## config.mk

```make
export PLATFORM = sky130hd
export DESIGN_NAME = reg_file_mp
export DESIGN_NICKNAME = d
export VERILOG_FILES = /design/src/rtl/reg_file_mp.sv
export SDC_FILE = /design/constraint.sdc
export NUM_CORES = 2
export LEC_CHECK = 0
export CAP_MARGIN = 30
export CORE_MARGIN = 2
export CORE_UTILIZATION = 50
export DETAILED_ROUTE_END_ITERATION = 8
export GPL_TIMING_DRIVEN = 1
export HOLD_SLACK_MARGIN = 0.12
export PLACE_DENSITY = 0.66
export SLEW_MARGIN = 20
export SYNTH_ARGS = -nofsm -noshare
export SYNTH_HDL_FRONTEND = slang
export SYNTH_SLANG_ARGS = --single-unit
export TNS_END_PERCENT = 100
```

## constraint.sdc

```tcl
create_clock -name clk_i -period 49.5 [get_ports clk_i]
set_input_delay 7.425 -clock clk_i [delete_from_list [all_inputs] [get_ports clk_i]]
set_output_delay 7.425 -clock clk_i [all_outputs]
set_load 0.01 [all_outputs]
```

## src/rtl/reg_file_mp.sv

```systemverilog
// reg_file_mp: multi-port register file with two write ports, NUM_RD
// registered read ports with write-to-read bypass, and a sequential clear
// sweep that zeroes one address per cycle.
// Optional feature: define REG_FILE_MP_ZERO_R0_EN to hardwire register 0 to
// zero (writes to address 0 dropped, reads and bypass of address 0 return 0).
//
// state    | meaning
// ---------+-----------------------------------------------------------
// ST_IDLE  | normal operation; clr_i starts a sweep
// ST_SWEEP | zeroing address r_cnt each cycle; writes blocked, reads give 0
module reg_file_mp #(
  parameter int DATA_WIDTH = 32,
  parameter int ADDR_WIDTH = 5,
  parameter int NUM_RD     = 2
) (
  input  logic                         clk_i,
  input  logic                         rst_i,
  input  logic [NUM_RD-1:0]            rd_en_i,
  input  logic [NUM_RD*ADDR_WIDTH-1:0] raddr_i,
  output logic [NUM_RD*DATA_WIDTH-1:0] rdata_o,
  input  logic                         wa_en_i,
  input  logic [ADDR_WIDTH-1:0]        wa_addr_i,
  input  logic [DATA_WIDTH-1:0]        wa_data_i,
  input  logic                         wb_en_i,
  input  logic [ADDR_WIDTH-1:0]        wb_addr_i,
  input  logic [DATA_WIDTH-1:0]        wb_data_i,
  input  logic                         clr_i,
  output logic                         busy_o
);

  localparam int DEPTH = 2 ** ADDR_WIDTH;
  localparam logic [ADDR_WIDTH-1:0] LAST_ADDR = '1;

  typedef enum logic {
    ST_IDLE  = 1'b0,
    ST_SWEEP = 1'b1
  } state_t;

  state_t                  r_state;
  logic [ADDR_WIDTH-1:0]   r_cnt;
  logic                    r_busy;
  logic [DATA_WIDTH-1:0]   r_mem [DEPTH];

  logic                    w_r0_zero;
  logic                    w_wa_commit;
  logic                    w_wb_commit;

`ifdef REG_FILE_MP_ZERO_R0_EN
  assign w_r0_zero = 1'b1;
`else
  assign w_r0_zero = 1'b0;
`endif

  // A write commits only outside the sweep and never to a hardwired-zero r0
  assign w_wa_commit = wa_en_i && !r_busy && !(w_r0_zero && (wa_addr_i == '0));
  assign w_wb_commit = wb_en_i && !r_busy && !(w_r0_zero && (wb_addr_i == '0));

  assign busy_o = r_busy;

  // Clear-sweep FSM: counter walks 0..DEPTH-1 once, busy registered with state
  always_ff @(posedge clk_i or posedge rst_i) begin
    if (rst_i) begin
      r_state <= ST_IDLE;
      r_cnt   <= '0;
      r_busy  <= 1'b0;
    end else begin
      case (r_state)
        ST_IDLE: begin
          if (clr_i) begin
            r_state <= ST_SWEEP;
            r_cnt   <= '0;
            r_busy  <= 1'b1;
          end
        end
        ST_SWEEP: begin
          if (r_cnt == LAST_ADDR) begin
            r_state <= ST_IDLE;
            r_cnt   <= '0;
            r_busy  <= 1'b0;
          end else begin
            r_cnt <= r_cnt + 1'b1;
          end
        end
        default: begin
          r_state <= ST_IDLE;
          r_cnt   <= '0;
          r_busy  <= 1'b0;
        end
      endcase
    end
  end

  // Storage: sweep zeroing has priority; port B is applied last so it wins
  always_ff @(posedge clk_i or posedge rst_i) begin
    if (rst_i) begin
      for (int i = 0; i < DEPTH; i++) r_mem[i] <= '0;
    end else if (r_state == ST_SWEEP) begin
      r_mem[r_cnt] <= '0;
    end else begin
      if (w_wa_commit) r_mem[wa_addr_i] <= wa_data_i;
      if (w_wb_commit) r_mem[wb_addr_i] <= wb_data_i;
    end
  end

  for (genvar p = 0; p < NUM_RD; p++) begin : g_rd
    logic [ADDR_WIDTH-1:0] w_raddr;
    logic [DATA_WIDTH-1:0] r_rdata;

    assign w_raddr = raddr_i[p*ADDR_WIDTH +: ADDR_WIDTH];
    assign rdata_o[p*DATA_WIDTH +: DATA_WIDTH] = r_rdata;

    // Registered read with same-cycle write bypass (B over A); holds when disabled
    always_ff @(posedge clk_i or posedge rst_i) begin
      if (rst_i) begin
        r_rdata <= '0;
      end else if (rd_en_i[p]) begin
        if (r_busy)
          r_rdata <= '0;
        else if (w_wb_commit && (wb_addr_i == w_raddr))
          r_rdata <= wb_data_i;
        else if (w_wa_commit && (wa_addr_i == w_raddr))
          r_rdata <= wa_data_i;
        else if (w_r0_zero && (w_raddr == '0))
          r_rdata <= '0;
        else
          r_rdata <= r_mem[w_raddr];
      end
    end
  end

endmodule

```

==> images/final_congestion.png <==
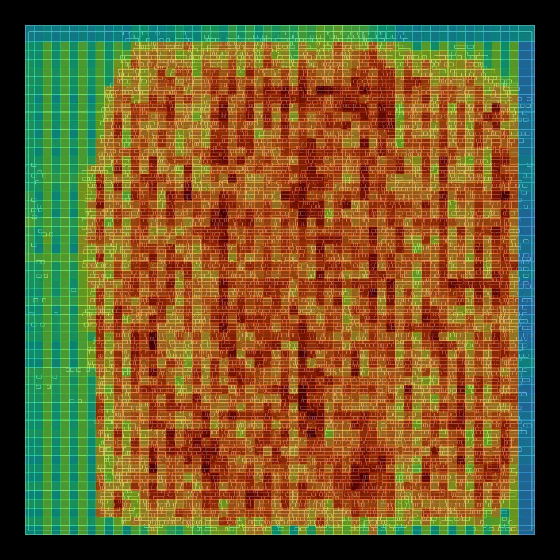
met3 usage: 13.15%
Util after Layout: 54.97%

==> images/metal_stack.png <==
Bar = 100 um. Only two layers are drawn.
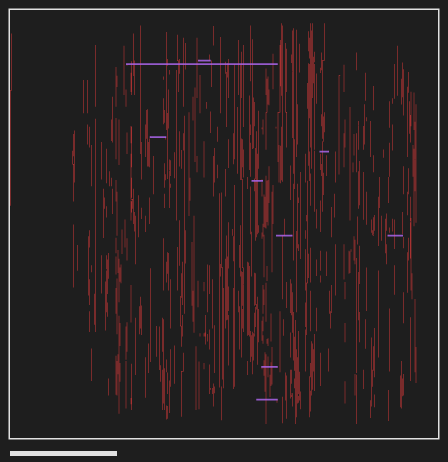
legend:
  met5:
    color: purple
    wire_length: 239 um
  met4:
    color: red
    wire_length: 18500 um

==> impl_metrics.py <==
# Synthesis and PnR figures
metrics = {
    "power_and_ir_drop": {
        "irDropWorstVdd_mv": 0.06281,
        "power.density_nw_per_um2": 50.13,
    },
    "synthesis": {
        "synth.most_common_cell": "mux2i_1",
        "synth_flops": 1095,
        "syn_avg_cell_area_sq_um": 10.11,
        "async_flop_share_pct": 100.0,
        "synth_seq_share_pct": 35.12,
        "ff_type": "dfrtp_1",
        "common_cells": "mux2i_1, dfrtp_1, a22o_1, nor2_1, a21oi_1",
        "top_area_cell": "dfrtp_1",
        "ys_area_sq_um": 78030,
        "top_area_share_pct": 35.12,
        "ys_top_cells_by_area": "dfrtp_1, mux2i_1, mux4_2, a22o_1, a21oi_1",
    },
    "run_status": {
        "status": "finished, final reports clean",
    },
    "routing": {
        "drc": 0,
        "viasPerCell": 7.358,
        "drtAntennaViolNets": 0,
        "drt_iter0_drc": 10629,
    },
    "floorplanning": {
        "chip_area_sq_um": 159200,
        "die_h_um": 399.0,
        "pin_count": 156,
    },
    "place": {
        "post-place-ws_ns": 37.47,
        "io_buffer_count": 155,
        "dp_hpwl_mm": 182.4,
        "dpl_cell_area_sq_um": 80390,
    },
    "sta": {
        "tightest_slew_ns": 1.122,
        "setup_viol": 0,
        "rsz0062_at_grt": "false",
        "fmaxAchievable_ghz": 0.08805,
        "skew_ns": 0.03110,
        "whs_ns": 0.5130,
    },
    "clocking": {
        "hold_buffers": 0,
        "clkTransAtPathRegs_ns": 0.06,
        "clock_path_buffers": 3,
        "cts_tree": "built",
    },
    "final_layout": {
        "fillers": 13288,
        "post-route-cell-area_sq_um": 84980,
        "seqCellArea_sq_um": 27400,
    },
    "worst_hold_path": {
        "hold_depth": 2,
    },
    "grt": {
        "gr-total-overflow": 0,
        "grt_pass1_wl_mm": 454.8,
        "grt_antenna_before_repair": 11,
    },
    "worst_setup_path": {
        "crit_path_max_fanout": 70,
        "reg2reg_depth": 6,
        "worstPathRequired_ns": 50.16,
    },
}
==> images/registers.png <==
Bar = 100 um.
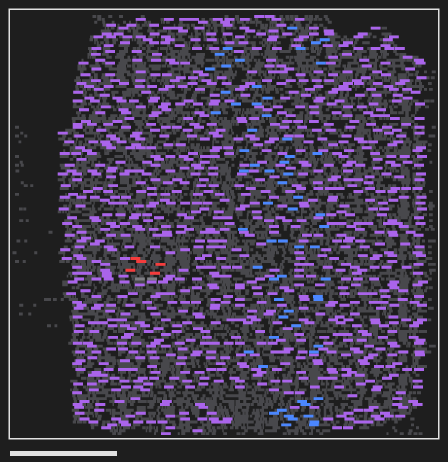
legend:
  g_rd.r_rdata:
    color: blue
    sequential_cells: 64
  r_cnt:
    color: red
    sequential_cells: 5
  r_mem:
    color: purple
    sequential_cells: 1024
    where: spread over the die

==> images/cell_classes.png <==
Bar = 100 um.
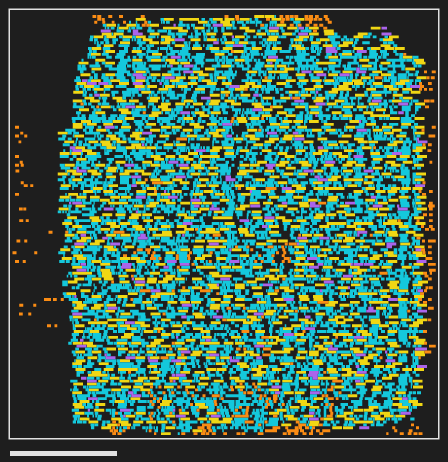
legend:
  all other logic:
    color: cyan
    cells: 5609
    share_of_their_area: 57%
  other buffers and delay cells:
    color: orange
    cells: 411
    share_of_their_area: 4.6%
  flip-flops:
    color: yellow
    cells: 1095
    share_of_their_area: 33%
  clock drivers and dummy loads:
    color: purple
    cells: 228
    share_of_their_area: 5.2%

==> registers in the layout, indices dropped and copies added (netlist names) <==
register,count
r_mem,1024
g_rd.r_rdata,64
r_cnt,5
busy_o,1
r_state,1
==> final cells by class <==
class                      count  share of cell area, %
antenna                        1               0.002945
inverter                      28                 0.1413
multi-input combinational   5581                  55.02
tap                         2044                  3.010
clock inverter                20                 0.1944
sequential                  1095                  32.25
timing repair buffer         411                  4.498
clock buffer                 208                  4.893
==> how the worst max path moves through the flow <==
stage / slack [ns] / from / cells after the start / end
finish: 38.14 / raddr_i[6] / 9 / g_rd[1].r_rdata[8]$_DFFE_PP0P_
global route: 37.95 / raddr_i[6] / 9 / g_rd[1].r_rdata[8]$_DFFE_PP0P_
CTS: 38.30 / raddr_i[6] / 9 / g_rd[1].r_rdata[10]$_DFFE_PP0P_
detailed placement: 37.47 / raddr_i[6] / 9 / g_rd[1].r_rdata[10]$_DFFE_PP0P_
global placement: 37.51 / raddr_i[6] / 9 / g_rd[1].r_rdata[9]$_DFFE_PP0P_
floorplan: 11.25 / rst_i / 1 / busy_o$_DFFE_PP0P_
==> power by group <==
part           switching [mW]  internal (mW)
Sequential              0.349           1.19
Combinational           0.964          0.757
Clock                   0.417          0.583
==> stage by stage <==
step,std cells,total power [mW]
after floorplan,7715,2.593
after global placement,9135,3.113
after detailed placement,9146,3.187
after CTS,9374,4.179
after global routing,9387,4.414
final,9388,4.260
==> metal layers <==
layer  part of all wire (%)  GRT usage, %
met1                     37         49.54
met5                  0.077        0.6356
met3                     14         13.15
met2                     43         56.55
met4                    5.9         20.58
==> cells in the final DEF, fill, tap and decap left out, types with 27 or more instances in the layout <==
cell,netlist,routed
buf_4,58,228
o22a_1,39,39
o2111ai_1,64,64
clkbuf_1,621,27
clkbuf_8,0,42
a22o_1,1074,1074
dfrtp_1,1095,1095
mux4_2,428,428
a32oi_1,64,64
nand2_2,0,48
mux2_2,59,59
a21oi_1,1038,1026
nor2_1,1052,1048
o21ai_0,40,40
nand3_1,52,51
mux2i_1,1196,1196
o22ai_1,129,129
a211oi_1,47,47
nand2b_1,50,50
nand2_1,80,32
clkdlybuf4s50_1,0,145
clkbuf_16,0,139
==> critical path, stage by stage <==
cell	delay, ns
buf_8	0.57
buf_4	0.84
buf_4	0.73
buf_4	0.82
mux4_2	0.59
mux2i_1	0.40
a211oi_1	0.15
o2111ai_1	0.14
nand3_1	0.09
==> cell families (layout without fill, tap and decap cells) <==
group	count (synthesis)	in the layout	share of synthesized area (%)
DFF	1095	1095	35.12
other	0	1	0
buffers and inverters	1039	667	5.988
xor gates and xnor gates	16	16	0.1796
muxes	1683	1683	28.55
AOI/OAI and AO/OA	2564	2564	23.06
and+or+nand+nor	1313	1313	7.031
adders and majority gates	5	5	0.08018
Power and IR drop assume default switching activity.
